===== config.mk =====
export PLATFORM = sky130hd
export DESIGN_NAME = dmc_output_unit_flat
export DESIGN_NICKNAME = d
export VERILOG_FILES = /design/src/rtl/dmc_output_if.sv /design/src/rtl/dmc_output_unit.sv /design/src/flat_wrapper.sv
export SDC_FILE = /design/constraint.sdc
export NUM_CORES = 1
export LEC_CHECK = 0
export CAP_MARGIN = 0
export CORE_UTILIZATION = 40
export CTS_CLUSTER_SIZE = 8
export DETAILED_ROUTE_END_ITERATION = 7
export MAX_ROUTING_LAYER = met4
export SKIP_LAST_GASP = 1
export SLEW_MARGIN = 20
export SYNTH_ARGS = -nofsm -noshare
export SYNTH_HDL_FRONTEND = slang
export SYNTH_SLANG_ARGS = --single-unit

===== constraint.sdc =====
create_clock -name clk -period 2.5 [get_ports clk]
set_clock_uncertainty 0.15 [all_clocks]
set_input_delay 0.5 -clock clk [delete_from_list [all_inputs] [get_ports clk]]
set_output_delay 0.5 -clock clk [all_outputs]
set_load 0.005 [all_outputs]

===== src/rtl/dmc_output_if.sv =====
// Sample-buffer fill handshake between the DMC memory reader and the output unit.
interface dmc_output_if;
    logic       buf_valid;
    logic [7:0] buf_data;
    logic       buf_ready;

    modport master (output buf_valid, output buf_data, input  buf_ready);
    modport slave  (input  buf_valid, input  buf_data, output buf_ready);
endinterface


===== src/rtl/dmc_output_unit.sv =====
// DMC output stage: one-byte sample buffer, LSB-first shifter and 7-bit delta level
// with $4011 direct load. All state advances only on cpu_en.
module dmc_output_unit (
    input  logic        clk,
    input  logic        reset,
    input  logic        cpu_en,
    input  logic        next_step,
    input  logic        direct_load,
    input  logic [6:0]  direct_value,
    dmc_output_if.slave bus,
    output logic [6:0]  level,
    output logic        silence,
    output logic        cycle_start
);
    logic [7:0] shift;
    logic [7:0] buffer;
    logic [3:0] bits_remaining;
    logic       buf_full;
    logic [6:0] level_stepped;
    logic       fill;

    assign bus.buf_ready = ~buf_full;
    assign fill          = cpu_en & bus.buf_valid & ~buf_full;

    // Delta adjust saturates: 126/127 never go up, 0/1 never go down.
    always_comb begin
        level_stepped = level;
        if (!silence && shift[0] && level <= 7'd125)
            level_stepped = level + 7'd2;
        else if (!silence && !shift[0] && level >= 7'd2)
            level_stepped = level - 7'd2;
    end

    always_ff @(posedge clk) begin
        if (reset) begin
            level          <= 7'd0;
            shift          <= 8'h00;
            buffer         <= 8'h00;
            bits_remaining <= 4'd8;
            silence        <= 1'b1;
            buf_full       <= 1'b0;
            cycle_start    <= 1'b0;
        end else begin
            cycle_start <= 1'b0;
            if (fill) begin
                buffer   <= bus.buf_data;
                buf_full <= 1'b1;
            end
            if (cpu_en && direct_load)
                level <= direct_value;
            else if (cpu_en && next_step)
                level <= level_stepped;
            if (cpu_en && next_step) begin
                shift <= {1'b0, shift[7:1]};
                if (bits_remaining > 4'd1) begin
                    bits_remaining <= bits_remaining - 4'd1;
                end else begin
                    bits_remaining <= 4'd8;
                    cycle_start    <= 1'b1;
                    // fill only happens when buf_full=0, so this never races the load above
                    if (buf_full) begin
                        shift    <= buffer;
                        silence  <= 1'b0;
                        buf_full <= 1'b0;
                    end else begin
                        silence  <= 1'b1;
                    end
                end
            end
        end
    end
endmodule


===== src/flat_wrapper.sv =====
// flat-port wrapper written by rule: the top's interface ports become plain ports
module dmc_output_unit_flat 
  (clk, reset, cpu_en, next_step, direct_load, direct_value, level, silence, cycle_start, bus_buf_valid, bus_buf_data, bus_buf_ready);
  dmc_output_if bus_i ();
  input  logic clk;
  input  logic reset;
  input  logic cpu_en;
  input  logic next_step;
  input  logic direct_load;
  input  logic [6:0] direct_value;
  output logic [6:0] level;
  output logic silence;
  output logic cycle_start;
  input wire logic [$bits(bus_i.buf_valid)-1:0] bus_buf_valid;
  input wire logic [$bits(bus_i.buf_data)-1:0] bus_buf_data;
  output wire logic [$bits(bus_i.buf_ready)-1:0] bus_buf_ready;
  assign bus_i.buf_valid = bus_buf_valid;
  assign bus_i.buf_data = bus_buf_data;
  assign bus_buf_ready = bus_i.buf_ready;
  dmc_output_unit u_core (.clk(clk), .reset(reset), .cpu_en(cpu_en), .next_step(next_step), .direct_load(direct_load), .direct_value(direct_value), .bus(bus_i), .level(level), .silence(silence), .cycle_start(cycle_start));
endmodule

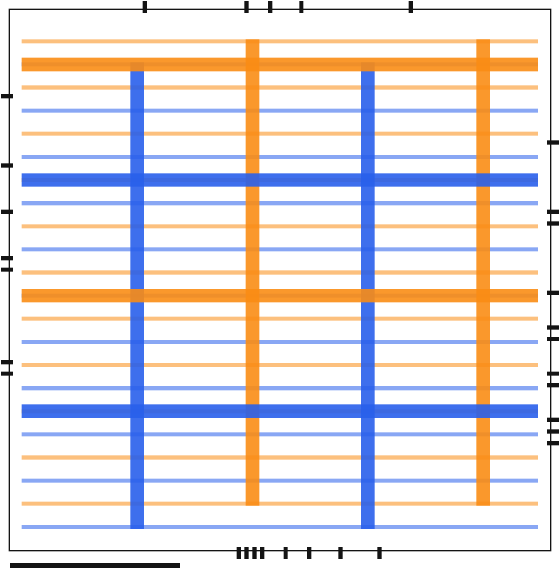
**Above:** run 1 (floorplan with the power grid).
Bar = 20 microns. Pins as bars on the die edge.
| net | color |
|---|---|
| VSS | blue |
| VDD | orange |
met5 straps: 4
rows: 21
met4 straps: 4

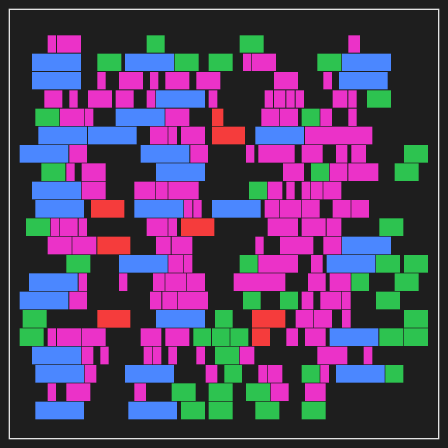
**Above:** run 1 (placed cells, one color a class).
| class | color | cells |
|---|---|---|
| combinational and other logic | magenta | 126 |
| remaining buffers and delay cells | green | 45 |
| clock drivers and dummy loads | red | 8 |
| sequential cells | blue | 30 |
Final Cell Area: 2056 sq um
Cell Rows: 21
sequential cell area share: 29.21%
core outline area: 3468 sq um
Core Util, Final: 59.27%

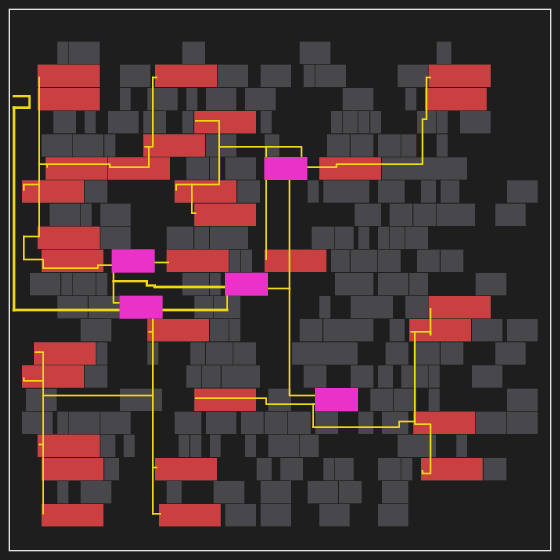
**Above:** run 1 (clock wires, drivers and flops).
[flip-flops] red | count: 30
[clock wires] yellow | length: 379 microns
[clock drivers] magenta | count: 5
routed clock nets: 6
flops lie: widely spread
clock latency on the worst-skew pair: 270 ps
Clock power frac: 35.5%
Clk. pwr: 0.000396 W

==> qor.csv, run 1 <==
stage,metric,value,unit
place,dpl.cell_count,247,
global_route,grt_max_degree,19,
sta,slew_headroom,75.31,%
setup_path,path_max_fanout,6,
setup_path,timing.rr.end,u_core.level[4]$_SDFFE_PP0P_,
setup_path,crit_path_start_kind,register,
detailed_routing,dr.pass1.iters,4,
setup_path,critPathKind,register to register,
setup_path,crit_required,2530,ps
final_layout,final-comb-area,863.3,sq um
synth,ys_warn_count,0,
final_layout,final_layout_size_suffix_gt1_share,17.70,%
floorplanning,fp.dieW,63.52,microns
sta,finalCritPeriodShare,94.75,%
synth,yosysTopAreaCell,dfxtp_1,
worst_hold_path,min_path_cells,2,
floorplanning,io_pins,31,
clock_network,post-cts-setup-buffer-count,0,
synth,netlist_area,1514,sq um
synth,ff_type,dfxtp_1,
flow_run,maxCapViolations,0,
setup_path,r2r_slack,130,ps
clock_network,cts-root-buf,clkbuf_8,
setup_path,r2r_start,u_core.level[2]$_SDFFE_PP0P_,
detailed_routing,num_vias,1354,
floorplanning,die_y,63.52,microns
synth,edf_count,0,
clock_network,cts_tree,done,
synth,synthArstFlopShare,0,%
setup_path,worstSetupEndpointType,register,
synth,syn_area_per_cell,9.231,sq um
worst_hold_path,holdCritPathClass,register to register,
synth,ys_top_cells_by_area,"dfxtp_1 (40%), mux2i_1 (11%), nor2_1 (6.0%)",
synth,ys.flops,30,
floorplanning,fp_util,43.65,%
detailed_routing,first_iter_violations,58,
place,io_buffers,30,
final_layout,instances_no_fill,255,
sta,max_freq,422.2,MHz
synth,synth_cell_types,41,
clock_network,htree_levels,2,
place,place_hpwl,2.557,mm
final_layout,syn2layout_area_growth,35.79,%
floorplanning,die_area,4035,sq um
detailed_routing,remaining_drc_errors,0,
final_layout,nets,234,
setup_path,cp_data_arrival_time,2400,ps
worst_hold_path,hold_end,u_core.shift[7]$_SDFFE_PP0P_,
synth,syn-num-nets,190,
outcome,status,"complete, no violations",
sta,hold-worst-slack,313.1,ps
global_route,grt_pass1_vias,1339,
global_route,grt_first_pass_wirelength,5.982,mm
sta,finalHoldViolCount,0,
synth,yosys_cells,164,
power,cellPowerDensity,541.9,nW/um^2
power,power,0.001114,W
global_route,overflow,0,
power,leakagePower,0.7963,nW
clock_network,clk_pin_slew,60,ps
place,place.gp.congestion,0.9996,
final_layout,n_antenna_cell,0,
synth,ys_seq_share,39.67,%
synth,top_area_share,39.67,%
flow_run,warnings,29,
detailed_routing,viasPerCell,5.310,
final_layout,flop_area,600.6,sq um
global_route,antenna_found_initial,0,
sta,setup_viol,0,
final_layout,nFillCells,317,
power,peakVddDrop,0.0004497,V
detailed_routing,route.final.wire_length,3.349,mm
sta,min_period,2369,ps
synth,synth.most_common_cell,dfxtp_1,
clock_network,cts.path.max_buffers,2,
sta,worst_pin_slew,367.6,ps
synth,common_cells,"dfxtp_1 (30), nor2_1 (24), mux2i_1 (17)",
sta,setup_tns,0,ps
clock_network,cts_num_sinks,30,
synth,synthesis.instances,164,
global_route,grt.total_usage,19.41,%
setup_path,reg2reg_depth,7,
detailed_routing,antenna_left,0,
synth,ys_chip_area,1514,sq um
detailed_routing,wl_per_cell,13.13,microns
worst_hold_path,min_from,u_core.shift[7]$_SDFFE_PP0P_,
clock_network,cts_made_buffers,5,
sta,maxSlewViolCount,0,
-- run 1: cells by family (layout without fill, tap and decap cells) --
logic type	count (synthesis)	after routing	share of synthesized area (%)
flip-flops	30	30	39.67
AND-OR/OR-AND	34	34	19.34
XOR/XNOR	4	4	2.314
buffers and inverters	15	60	3.719
AND/OR/NAND/NOR	59	59	19.59
multiplexers	17	17	11.24
adder cells (fa/ha/maj)	5	5	4.132
-- run 1: how the worst max path moves through the flow --
stage / startpoint / end / slack [ps] / cells past startpoint
4_1_cts: u_core.level[1]$_SDFFE_PP0P_ / u_core.level[3]$_SDFFE_PP0P_ / 110 / 8
5_1_grt: u_core.level[2]$_SDFFE_PP0P_ / u_core.level[5]$_SDFFE_PP0P_ / -4 / 8
6_report: u_core.level[2]$_SDFFE_PP0P_ / u_core.level[4]$_SDFFE_PP0P_ / 130 / 7
3_3_place_gp: cpu_en / u_core.level[6]$_SDFFE_PP0P_ / 120 / 7
3_5_place_dp: cpu_en / u_core.level[6]$_SDFFE_PP0P_ / 110 / 7
2_1_floorplan: u_core.level[1]$_SDFFE_PP0P_ / u_core.level[4]$_SDFFE_PP0P_ / 240 / 7
-- run 1: timing repair --
action                     CTS  global route
setup endpoints to repair    0             2
hold buffers                 0             0
resized                      0             3
-- run 1: state kept, by name (all words and copies together) (netlist names) --
register               flops
u_core.bits_remaining      4
u_core.buf_full            1
u_core.buffer              8
u_core.cycle_start         1
u_core.level               7
u_core.shift               8
u_core.silence             1
-- run 1: routing by layer --
metal | global-route usage (%) | wire length [microns] | vias to the layer above
met4 | 7.386 | 23 | 0
li1 | - | - | 689
met3 | 4.529 | 105 | 2
met2 | 34.57 | 1808 | 29
met1 | 20.56 | 1411 | 634
met5 | - | 0 | -
-- run 1: where the power goes --
group / internal, W / switching (W) / total [W]
clock network: 0.000221 / 0.000175 / 0.000396
logic: 0.000106 / 0.0000820 / 0.000188
registers: 0.000507 / 0.0000234 / 0.000530
total: 0.000833 / 0.000281 / 0.00111
-- run 1: cell type report --
type	instances	share of cell area, %
inverters	7	1.278
flip-flops and latches	30	29.21
repair buffers	45	20.09
multi-input cells	119	42.00
well taps	46	2.800
clock inverters	2	0.6086
clock buffers	6	4.017
-- run 1: through the flow --
step / instance area (sq um) / setup slack, ps
finish: 2056 / 131.2
global placement: 1954 / 119.2
detailed placement: 1954 / 107.3
global route: 2056 / -4.149
CTS: 2049 / 106.4
floorplan: 1514 / 235.3
-- run 1: critical path: stages (launching register included) --
cell      delay [ps]
dfxtp_1          350
buf_4            170
ha_1             180
a21o_1           220
a41oi_4          360
a31oi_1          180
or3_2            420
a311oi_1         260
-- run 1: placed cells by master (no fill, tap or decap), types with 3 or more instances in the layout --
cell type	netlist	routed
mux2i_1	17	17
buf_4	0	15
a311oi_1	3	3
o21ai_1	3	3
ha_1	5	4
nand3_1	3	3
dfxtp_1	30	30
a21oi_1	4	4
or3_2	3	3
clkdlybuf4s50_1	0	30
nor2_1	24	24
a211oi_1	9	9
inv_1	7	6
clkbuf_8	0	6
nand2_1	9	9
nor3_1	4	4
**Run 1: routing congestion map**

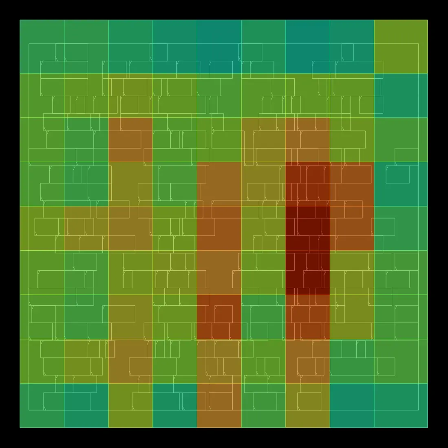

==> run 1 -> run 2 <==
Settings changed: REMOVE_ABC_BUFFERS set to 1.
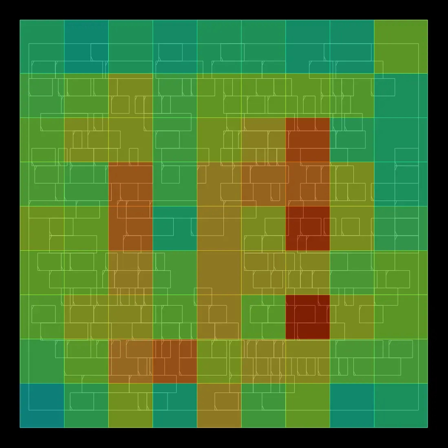
**Above:** run 2 (routing congestion map).
Core Util, Final: 57.94%
GR Util met2: 29.39%
wire per inst: 13.06 microns
GR peak layer: met2
Tot GR Track Use: 18.38%

==> run 2 against run 1 <==
Compared with the run above: flip-flop count unchanged; power is 0.41% lower; register-to-register slack worse by 40 ps; global-route usage shrank 1.0 points; sequential share of layout area up 0.74 points; cell count is 2.0% lower; cell area fell by 2.3%; via count fell by 2.7%; core utilization decreased by 1.3 points; die area is the same; highest routed layer unchanged; maximum frequency decreased by 1.7%.
==> qor.csv, run 2 <==
stage,metric,value,unit
clock_network,htree_levels,2,
clock_network,cts_tree,done,
clock_network,cts_made_buffers,5,
final_layout,n_antenna_cell,0,
sta,finalCritPeriodShare,96.42,%
outcome,status,"complete, no violations",
floorplanning,die_y,63.52,microns
setup_path,critPathTopFamily,AND-OR/OR-AND gates,
clock_network,cts_resized,0,
synth,synthArstFlopShare,0,%
setup_path,path_max_fanout,8,
clock_network,cts-root-buf,clkbuf_8,
sta,fin_ws,89.56,ps
final_layout,lay_top_count,clkdlybuf4s50_1,
clock_network,insertion_delay,280,ps
sta,maxSlewViolCount,0,
flow_run,maxCapViolations,0,
global_route,grt_max_degree,20,
synth,synth_cell_types,41,
synth,ys_chip_area,1514,sq um
synth,ys.flops,30,
floorplanning,die_area,4035,sq um
final_layout,flop_area,601.8,sq um
setup_path,cp_slowest_cell,or4b_1,
place,pre_cts_ws,3.056,ps
final_layout,reg_top3,"u_core.buffer (8), u_core.shift (8), u_core.level (7)",
synth,ys_warn_count,0,
clock_network,ctsHoldBuffers,0,
synth,edf_count,0,
synth,synthesis.instances,164,
setup_path,cp_cell_sequence,inv_1 -> ha_1 -> or4b_1 -> o311a_4 -> a21oi_4 -> o21ai_1 -> a311oi_1,
floorplanning,coreArea,3468,sq um
final_layout,nets,229,
sta,slew_headroom,63.54,%
global_route,antenna_found_initial,0,
sta,setup_viol,0,
final_layout,final-comb-area,857.1,sq um
final_layout,syn2layout_area_growth,32.73,%
clock_network,clk_pin_slew,70,ps
detailed_routing,viasPerCell,5.268,
clock_network,cts.path.max_buffers,2,
flow_run,warnings,28,
global_route,grt_use_met1,21.30,%
global_route,grt_first_pass_wirelength,5.623,mm
global_route,grt_pass1_vias,1293,
synth,netlist_area,1514,sq um
setup_path,cp_data_arrival_time,2430,ps
sta,hold-worst-slack,313.1,ps
synth,top_area_share,39.67,%
floorplanning,core.rowCount,21,
detailed_routing,first_iter_violations,67,
final_layout,nFillCells,327,
final_layout,final_layout_size_suffix_gt1_share,14.22,%
synth,syn_area_per_cell,9.231,sq um
power,leakagePower,0.7734,nW
power,cellPowerDensity,552.1,nW/um^2
place,place.gp.congestion,0.8839,
global_route,overflow,0,
setup_path,crit_path_start_kind,register,
synth,common_cells,"dfxtp_1 (30), nor2_1 (24), mux2i_1 (17)",
-- run 2: cell counts after synthesis --
No cell type changed its count.
-- run 2: final timing paths --
path              depth (start not counted)  slack (ps)                    startpoint                           end
setup / recovery                          7          90  u_core.level[1]$_SDFFE_PP0P_  u_core.level[3]$_SDFFE_PP0P_
setup reg to reg                          7          90  u_core.level[1]$_SDFFE_PP0P_  u_core.level[3]$_SDFFE_PP0P_
hold reg to reg                           2         310  u_core.shift[7]$_SDFFE_PP0P_  u_core.shift[7]$_SDFFE_PP0P_
hold / removal                            2         310  u_core.shift[7]$_SDFFE_PP0P_  u_core.shift[7]$_SDFFE_PP0P_
-- run 2: layer usage --
layer	wire length, microns	part of all wire, %	up-vias
li1	-	-	673
met1	1511	46	602
met2	1546	47	35
met3	146	4.5	7
met4	59	1.8	0
met5	0	0	-
-- run 2: power breakdown --
group | leakage (nW) | internal, W | switching, W | total (W)
combinational | 0.479 | 0.0000995 | 0.0000778 | 0.000177
clock | 0.0482 | 0.000222 | 0.000176 | 0.000398
sequential | 0.246 | 0.000507 | 0.0000271 | 0.000534
total | 0.773 | 0.000828 | 0.000281 | 0.00111
-- run 2: cell type report --
class                           instances  area share, %
Clock buffer                            7          4.296
Inverter                                7          1.308
Timing Repair Buffer                   40          18.68
Multi-Input combinational cell        119          42.65
Clock inverter                          1         0.2491
Tap cell                               46          2.864
Sequential cell                        30          29.95
-- run 2: tightest hold or removal path, delay by kind of cell, from the launching register on --
family / cells / cell delay [ps]
flops: 1 / 310
simple gates: 1 / 60
compound gates: 1 / 50
-- run 2: kinds of logic after synthesis --
family / Yosys count / share of synthesized area (%)
AND/OR/NAND/NOR: 59 / 19.59
flip-flops: 30 / 39.67
AND-OR/OR-AND: 34 / 19.34
buffers and inverters: 15 / 3.719
multiplexers: 17 / 11.24
adder cells (fa/ha/maj): 5 / 4.132
XOR/XNOR: 4 / 2.314
-- run 2: stage by stage --
stage	instance area, sq um	std cells
floorplan	1484	156
global placement	1917	242
detailed placement	1917	242
CTS	2008	250
global route	2009	250
finish	2009	250
Power and IR drop assume default switching activity.
